Figure 1. Cells by drive strength.
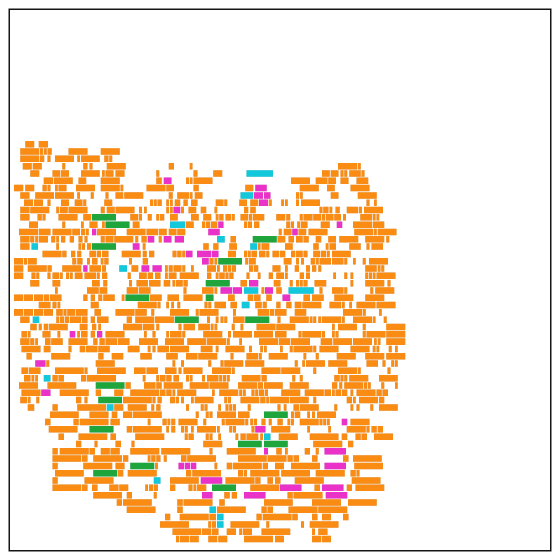
Figure 2. Clock nets.
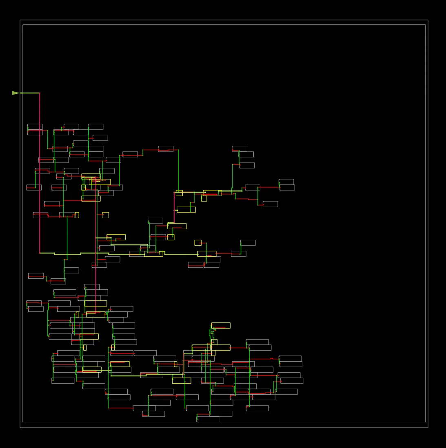
Figure 3. The metal 2 layer.
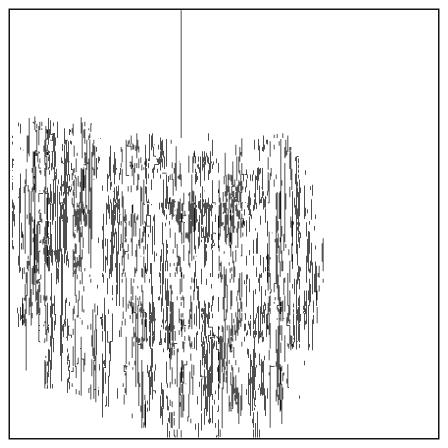
Figure 4. Selected gate families.
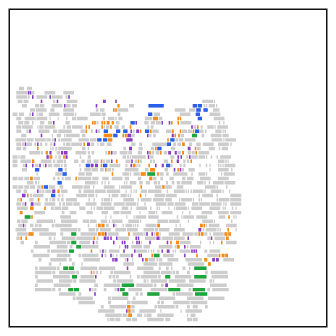
Figure 5. Cell classes on the final placement.
The bar under the picture is 50 um long. Fill, decap, tap and diode cells in grey.
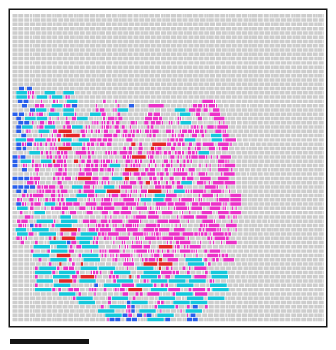
## config.mk

```make
export PLATFORM = sky130hd
export DESIGN_NAME = lms_predictor
export DESIGN_NICKNAME = d
export VERILOG_FILES = /design/src/rtl/lms_pkg.sv /design/src/rtl/lms_mac_unit.sv /design/src/rtl/lms_predictor.sv
export SDC_FILE = /design/constraint.sdc
export NUM_CORES = 1
export LEC_CHECK = 0
export CAP_MARGIN = 20
export CORE_UTILIZATION = 25
export DETAILED_ROUTE_END_ITERATION = 16
export SLEW_MARGIN = 20
export SYNTH_ARGS = -nofsm -noshare
export SYNTH_HDL_FRONTEND = slang
export SYNTH_SLANG_ARGS = --single-unit
```

## constraint.sdc

```tcl
create_clock -name clk_i -period 13.1 [get_ports clk_i]
set_input_delay 2.62 -clock clk_i [delete_from_list [all_inputs] [get_ports clk_i]]
set_output_delay 2.62 -clock clk_i [all_outputs]
set_load 0.01 [all_outputs]
```

## src/rtl/lms_pkg.sv

```systemverilog
// Shared FSM state type and fixed-point helpers for the LMS predictor.
package lms_pkg;

  typedef enum logic [1:0] {StIdle, StUpd, StMac, StOut} state_e;

  // Full-precision accumulator width: product width plus growth for ORDER terms plus sign guard.
  function automatic int unsigned acc_width(int unsigned data_w, int unsigned order);
    return 2 * data_w + $clog2(order) + 1;
  endfunction

  // Half an LSB of the output grid, added before the arithmetic shift to round half up.
  function automatic int round_const(int unsigned frac_w);
    return (frac_w == 0) ? 0 : (1 << (frac_w - 1));
  endfunction

  function automatic logic signed [63:0] sat_to(int unsigned width, logic signed [63:0] value);
    logic signed [63:0] max_v;
    logic signed [63:0] min_v;
    max_v = (64'sd1 <<< (width - 1)) - 64'sd1;
    min_v = -(64'sd1 <<< (width - 1));
    if (value > max_v) return max_v;
    if (value < min_v) return min_v;
    return value;
  endfunction

endpackage

```

## src/rtl/lms_mac_unit.sv

```systemverilog
// Single signed multiplier with a clearable accumulator and round/saturate output.
// The raw product is exported only when LMS_UPDATE_EN is defined (used by weight update).
module lms_mac_unit
  import lms_pkg::*;
#(
  parameter int unsigned DATA_W = 9,
  parameter int unsigned FRAC_W = 4,
  parameter int unsigned ORDER  = 3
) (
  input  logic                       clk_i,
  input  logic                       reset_i,
  input  logic                       clr_i,
  input  logic                       en_i,
  input  logic signed [DATA_W-1:0]   a_i,
  input  logic signed [DATA_W-1:0]   b_i,
`ifdef LMS_UPDATE_EN
  output logic signed [2*DATA_W-1:0] prod_o,
`endif
  output logic signed [DATA_W-1:0]   res_o,
  output logic                       res_sat_o
);

  localparam int unsigned AccW = acc_width(DATA_W, ORDER);

  logic signed [2*DATA_W-1:0] prod;
  logic signed [AccW-1:0]     acc_q, acc_d, acc_sum, acc_rnd;
  logic signed [63:0]         rnd_wide, rnd_sat;

  assign prod = a_i * b_i;
`ifdef LMS_UPDATE_EN
  assign prod_o = prod;
`endif

  // The result reflects the accumulator including the product of this cycle.
  assign acc_sum  = acc_q + AccW'(prod);
  assign acc_rnd  = (acc_sum + AccW'(round_const(FRAC_W))) >>> FRAC_W;
  assign rnd_wide = 64'(acc_rnd);
  assign rnd_sat  = sat_to(DATA_W, rnd_wide);

  assign res_o     = DATA_W'(rnd_sat);
  assign res_sat_o = (rnd_sat != rnd_wide);

  always_comb begin
    acc_d = acc_q;
    if (clr_i) begin
      acc_d = '0;
    end else if (en_i) begin
      acc_d = acc_sum;
    end
  end

  always_ff @(posedge clk_i) begin
    if (reset_i) begin
      acc_q <= '0;
    end else begin
      acc_q <= acc_d;
    end
  end

endmodule

```

## src/rtl/lms_predictor.sv

```systemverilog
// N-tap fixed-point linear predictor with a time-shared multiplier and valid/ready handshakes.
// Optional LMS weight adaptation is enabled by defining LMS_UPDATE_EN.
module lms_predictor
  import lms_pkg::*;
#(
  parameter int unsigned DATA_W   = 9,
  parameter int unsigned FRAC_W   = 4,
  parameter int unsigned ORDER    = 3,
  parameter int unsigned MU_SHIFT = 4,
  localparam int unsigned IdxW    = (ORDER > 1) ? $clog2(ORDER) : 1
) (
  input  logic                     clk_i,
  input  logic                     reset_i,
  input  logic                     in_valid_i,
  output logic                     in_ready_o,
  input  logic signed [DATA_W-1:0] x_in_i,
  input  logic                     w_load_i,
  input  logic [IdxW-1:0]          w_idx_i,
  input  logic signed [DATA_W-1:0] w_data_i,
  output logic                     out_valid_o,
  input  logic                     out_ready_i,
  output logic signed [DATA_W-1:0] x_hat_o,
  output logic signed [DATA_W-1:0] err_o,
  output logic                     sat_o
);

  state_e state_q, state_d;
  logic [IdxW-1:0] cnt_q, cnt_d;
  logic cnt_last;

  logic signed [DATA_W-1:0] hist_q [ORDER];
  logic signed [DATA_W-1:0] w_q    [ORDER];
  logic signed [DATA_W-1:0] x_hat_q, err_q, err_next_q;
  logic                     sat_q, err_sat_q;

  logic signed [63:0]       err_wide;
  logic signed [DATA_W-1:0] err_clip;
  logic                     err_clipped;

  logic signed [DATA_W-1:0] mac_a, mac_b, mac_res;
  logic                     mac_sat;

`ifdef LMS_UPDATE_EN
  logic signed [DATA_W-1:0]   x_lat_q;
  logic signed [2*DATA_W-1:0] mac_prod;
  logic signed [DATA_W-1:0]   w_upd;
`endif

  assign cnt_last    = (cnt_q == IdxW'(ORDER - 1));
  assign in_ready_o  = (state_q == StIdle);
  assign out_valid_o = (state_q == StOut);
  assign x_hat_o     = x_hat_q;
  assign err_o       = err_q;
  assign sat_o       = sat_q;

  // The registered x_hat doubles as the stored prediction of the next sample.
  assign err_wide    = 64'(x_in_i) - 64'(x_hat_q);
  assign err_clip    = DATA_W'(sat_to(DATA_W, err_wide));
  assign err_clipped = (64'(err_clip) != err_wide);

  always_comb begin
    mac_a = w_q[cnt_q];
    mac_b = hist_q[cnt_q];
`ifdef LMS_UPDATE_EN
    if (state_q == StUpd) mac_a = err_next_q;
`endif
  end

`ifdef LMS_UPDATE_EN
  // Truncating step: err*x scaled down by the weight fraction and the step-size shift.
  assign w_upd = DATA_W'(sat_to(DATA_W,
                   64'(w_q[cnt_q]) + 64'(mac_prod >>> (FRAC_W + MU_SHIFT))));
`endif

  lms_mac_unit #(
    .DATA_W (DATA_W),
    .FRAC_W (FRAC_W),
    .ORDER  (ORDER)
  ) u_mac (
    .clk_i     (clk_i),
    .reset_i   (reset_i),
    .clr_i     (state_q != StMac),
    .en_i      (state_q == StMac),
    .a_i       (mac_a),
    .b_i       (mac_b),
`ifdef LMS_UPDATE_EN
    .prod_o    (mac_prod),
`endif
    .res_o     (mac_res),
    .res_sat_o (mac_sat)
  );

  always_comb begin
    state_d = state_q;
    cnt_d   = cnt_q;
    unique case (state_q)
      StIdle: begin
        if (in_valid_i) begin
          cnt_d = '0;
`ifdef LMS_UPDATE_EN
          state_d = StUpd;
`else
          state_d = StMac;
`endif
        end
      end
`ifdef LMS_UPDATE_EN
      StUpd: begin
        if (cnt_last) begin
          cnt_d   = '0;
          state_d = StMac;
        end else begin
          cnt_d = cnt_q + IdxW'(1);
        end
      end
`endif
      StMac: begin
        if (cnt_last) begin
          state_d = StOut;
        end else begin
          cnt_d = cnt_q + IdxW'(1);
        end
      end
      StOut: begin
        if (out_ready_i) state_d = StIdle;
      end
      default: state_d = StIdle;
    endcase
  end

  always_ff @(posedge clk_i) begin
    if (reset_i) begin
      state_q    <= StIdle;
      cnt_q      <= '0;
      x_hat_q    <= '0;
      err_q      <= '0;
      err_next_q <= '0;
      err_sat_q  <= 1'b0;
      sat_q      <= 1'b0;
`ifdef LMS_UPDATE_EN
      x_lat_q    <= '0;
`endif
      for (int k = 0; k < int'(ORDER); k++) begin
        hist_q[k] <= '0;
        w_q[k]    <= '0;
      end
    end else begin
      state_q <= state_d;
      cnt_q   <= cnt_d;
      if (state_q == StIdle) begin
        if (w_load_i && (32'(w_idx_i) < ORDER)) w_q[w_idx_i] <= w_data_i;
        if (in_valid_i) begin
          err_next_q <= err_clip;
          err_sat_q  <= err_clipped;
`ifdef LMS_UPDATE_EN
          x_lat_q <= x_in_i;
`else
          for (int k = int'(ORDER) - 1; k > 0; k--) hist_q[k] <= hist_q[k-1];
          hist_q[0] <= x_in_i;
`endif
        end
      end
`ifdef LMS_UPDATE_EN
      // Update uses the pre-shift history; the new sample enters as UPD hands over to MAC.
      if (state_q == StUpd) begin
        w_q[cnt_q] <= w_upd;
        if (cnt_last) begin
          for (int k = int'(ORDER) - 1; k > 0; k--) hist_q[k] <= hist_q[k-1];
          hist_q[0] <= x_lat_q;
        end
      end
`endif
      if ((state_q == StMac) && cnt_last) begin
        x_hat_q <= mac_res;
        err_q   <= err_next_q;
        sat_q   <= mac_sat | err_sat_q;
      end
    end
  end

endmodule

```

==> impl_metrics.ini <==
; synthesis and place-and-route metrics
[outcome]
run_status = completed

[global_route]
number_of_global_route_vias_before_repair = 7635
grt_antenna_before_repair = 0
grt_pass1_wl_mm = 38.6
groute.layer.met1.usage_pct = 15.3
overflow = 0
grt_util_all_layers_pct = 11.9
grt_max_degree = 32
use_met3_pct = 1.87

[yosys]
yosys-dominant-comb-family = adder cells
post_synth_mux_area_share_pct = 3.30
yosysCellCount = 1015
synth_largest_type_area_fraction_pct = 19.1
ys_sh_xor_pct = 2.76
leading_post_synthesis_cells_by_instance_count = sky130_fd_sc_hd__inv_1 (172), sky130_fd_sc_hd__fa_1 (93), sky130_fd_sc_hd__nand2_1 (88)
postSynth.asyncResetShare_pct = 0
synth_cell_type_count = 83
synth_flops = 119
simple_gate_area_share_pct = 18.1
ys_seq_share_pct = 30.5
edf_count = 63
synth_cells = 1015
syn-cell-area_mm2 = 0.00989
yosysTopAreaCell = sky130_fd_sc_hd__edfxtp_1
synth_compound_gate_area_share_pct = 9.82
yosys_warnings = 0
yosys-top-cells-area = sky130_fd_sc_hd__edfxtp_1 (19%), sky130_fd_sc_hd__fa_1 (19%), sky130_fd_sc_hd__dfxtp_1 (11%), sky130_fd_sc_hd__ha_1 (8.7%), sky130_fd_sc_hd__inv_1 (6.5%)
dominantRegCellSynth = sky130_fd_sc_hd__edfxtp_1
yosys.area_share.adder_pct = 27.6
synthesis.area_per_instance_um2 = 9.74
synth-area-yosys_mm2 = 0.00989

[clock_network]
clock-root-buffer = sky130_fd_sc_hd__clkbuf_16
clock_tree_from_tritoncts = yes
post_cts_resize_count = 0
cts.clk_slew.worst_paths_ns = 0.06
clock_path_buffers = 2
cts_htree_levels = 4
clock_latency_ns = 0.42
post_cts_hold_buffer_count = 0

[drt]
remaining_drc_errors = 0
top_layer_used = met4
wl_met3_um = 879
drt_pre_antenna_iters = 5
via_to_cell_ratio = 4.52
detail_route.iter0.violations = 334
dr_wl_met2_mm = 10.9
antenna_left = 0

[timing]
max_freq_ghz = 0.109
report.final.slew_viol_count = 0
worst_hold_slack_ns = 0.459
totalNegativeSetupSlack_ns = 0
max_slew_margin_pct = 31.1
period_needed_ns = 9.15
finalSetupViolations = 0
fin_worst_skew_ns = 0.0233

[setup_path]
setup.worst_path.start_class = flip-flop
slack_of_the_worst_reg_to_reg_path_ns = 3.95
critPathMaxFanout = 29
cp-end-kind = flip-flop
path_class = flip-flop to flip-flop
critical_path_arrival_ns = 9.49
worst_path_dominant_cell_family = adder cells
critical_path_required_ns = 13.44
ff2ff_path_depth = 27
crit_path_max_incr_delay_ns = 0.96

[floorplanning]
die_height_um = 201
design.die.area_mm2 = 0.0404
rows = 72
initial_core_util_pct = 25.5
coreArea_mm2 = 0.0388

[finish]
final_layout_top_logic_cells = sky130_fd_sc_hd__inv_1 (172), sky130_fd_sc_hd__fa_1 (93), sky130_fd_sc_hd__nand2_1 (88), sky130_fd_sc_hd__ha_1 (69), sky130_fd_sc_hd__nor2_1 (68)
fin_nets = 1254
drive_above_1_share_pct = 7.59
diodes_inserted = 0
final_core_utilization_pct = 29.6
layout.cells.most_common = sky130_fd_sc_hd__inv_1
final_cells = 1598

[power]
power.total_mw = 2.76
power.leakage_nw = 5.04
vdd_ir_drop_max_v = 0.000165
power_per_cell_area_mw_per_mm2 = 240

[hold_path]
hold_path_depth = 2
hold_path_end = err_o[1]$_SDFFE_PP0P_
holdCritPathClass = flip-flop to flip-flop

[placed_design]
place_inst = 1566
pre_cts_slack_ns = 3.93
port_buffers = 45
gp_routability_congestion = 0.830
dp.final_hpwl_mm = 17.4

[run]
maxCapViolations = 0
Notes on Figure 1 above:
colour	size	cells	share
cyan	x3 and x4	18	1.7%
magenta	x2	45	4.2%
green	x6 and larger	19	1.8%
orange	x1 and smaller	998	92%
Non-clk bufs: 53
Layout Area Growth over Synthesis: 16.1%
Final Instance Area: 0.0115 mm2
fin worst setup slack: 3.95 ns

Notes on Figure 2 above:
total clock buffers created by CTS: 17
clock group power: 0.436 mW
sequential cell count: 119
clk_buf instances: 18
number of clock sinks: 119

Notes on Figure 3 above:
wire length on this layer	10900 um
main direction	vertical
total number of vias: 7217
total wirelength of the detailed-routed design: 22.5 mm
GR met2 Demand/Resource: 20.2%

Notes on Figure 4 above:
colour	family	cells
green	mux cells	23
orange	nor cells	113
blue	xor and xnor cells	29
purple	nand cells	118

Notes on Figure 5 above:
colour	class	cells
magenta	remaining logic cells	876
blue	remaining buffers and delay cells	53
cyan	sequential cells	119
red	clock drivers and dummy loads	32

## where the power goes
part	switching [mW]	internal, mW	leakage, nW
clock network	0.178	0.258	0.260
logic	1.15	0.720	3.66
registers	0.0162	0.432	1.11
## flip-flops by register name, summed over array words and instances, names as in the netlist, named ones only
name and count:
cnt_q 2, err_o 9, x_hat_o 9, err_next_q 9
w_q 36, err_sat_q 1, sat_o 1, u_mac.acc_q 21
state_q 2, hist_q 27
## layout make-up
| type | count | area, um2 |
|---|---|---|
| clock buffers | 18 | 429 |
| clock inverters | 14 | 110 |
| fillers | 4035 | 27300 |
| inverters | 172 | 646 |
| multi-input cells | 704 | 6130 |
| flip-flops and latches | 119 | 3010 |
| well taps | 518 | 648 |
| repair buffers | 53 | 510 |
Power figures rest on the tool's default switching activity, not on a simulated workload.
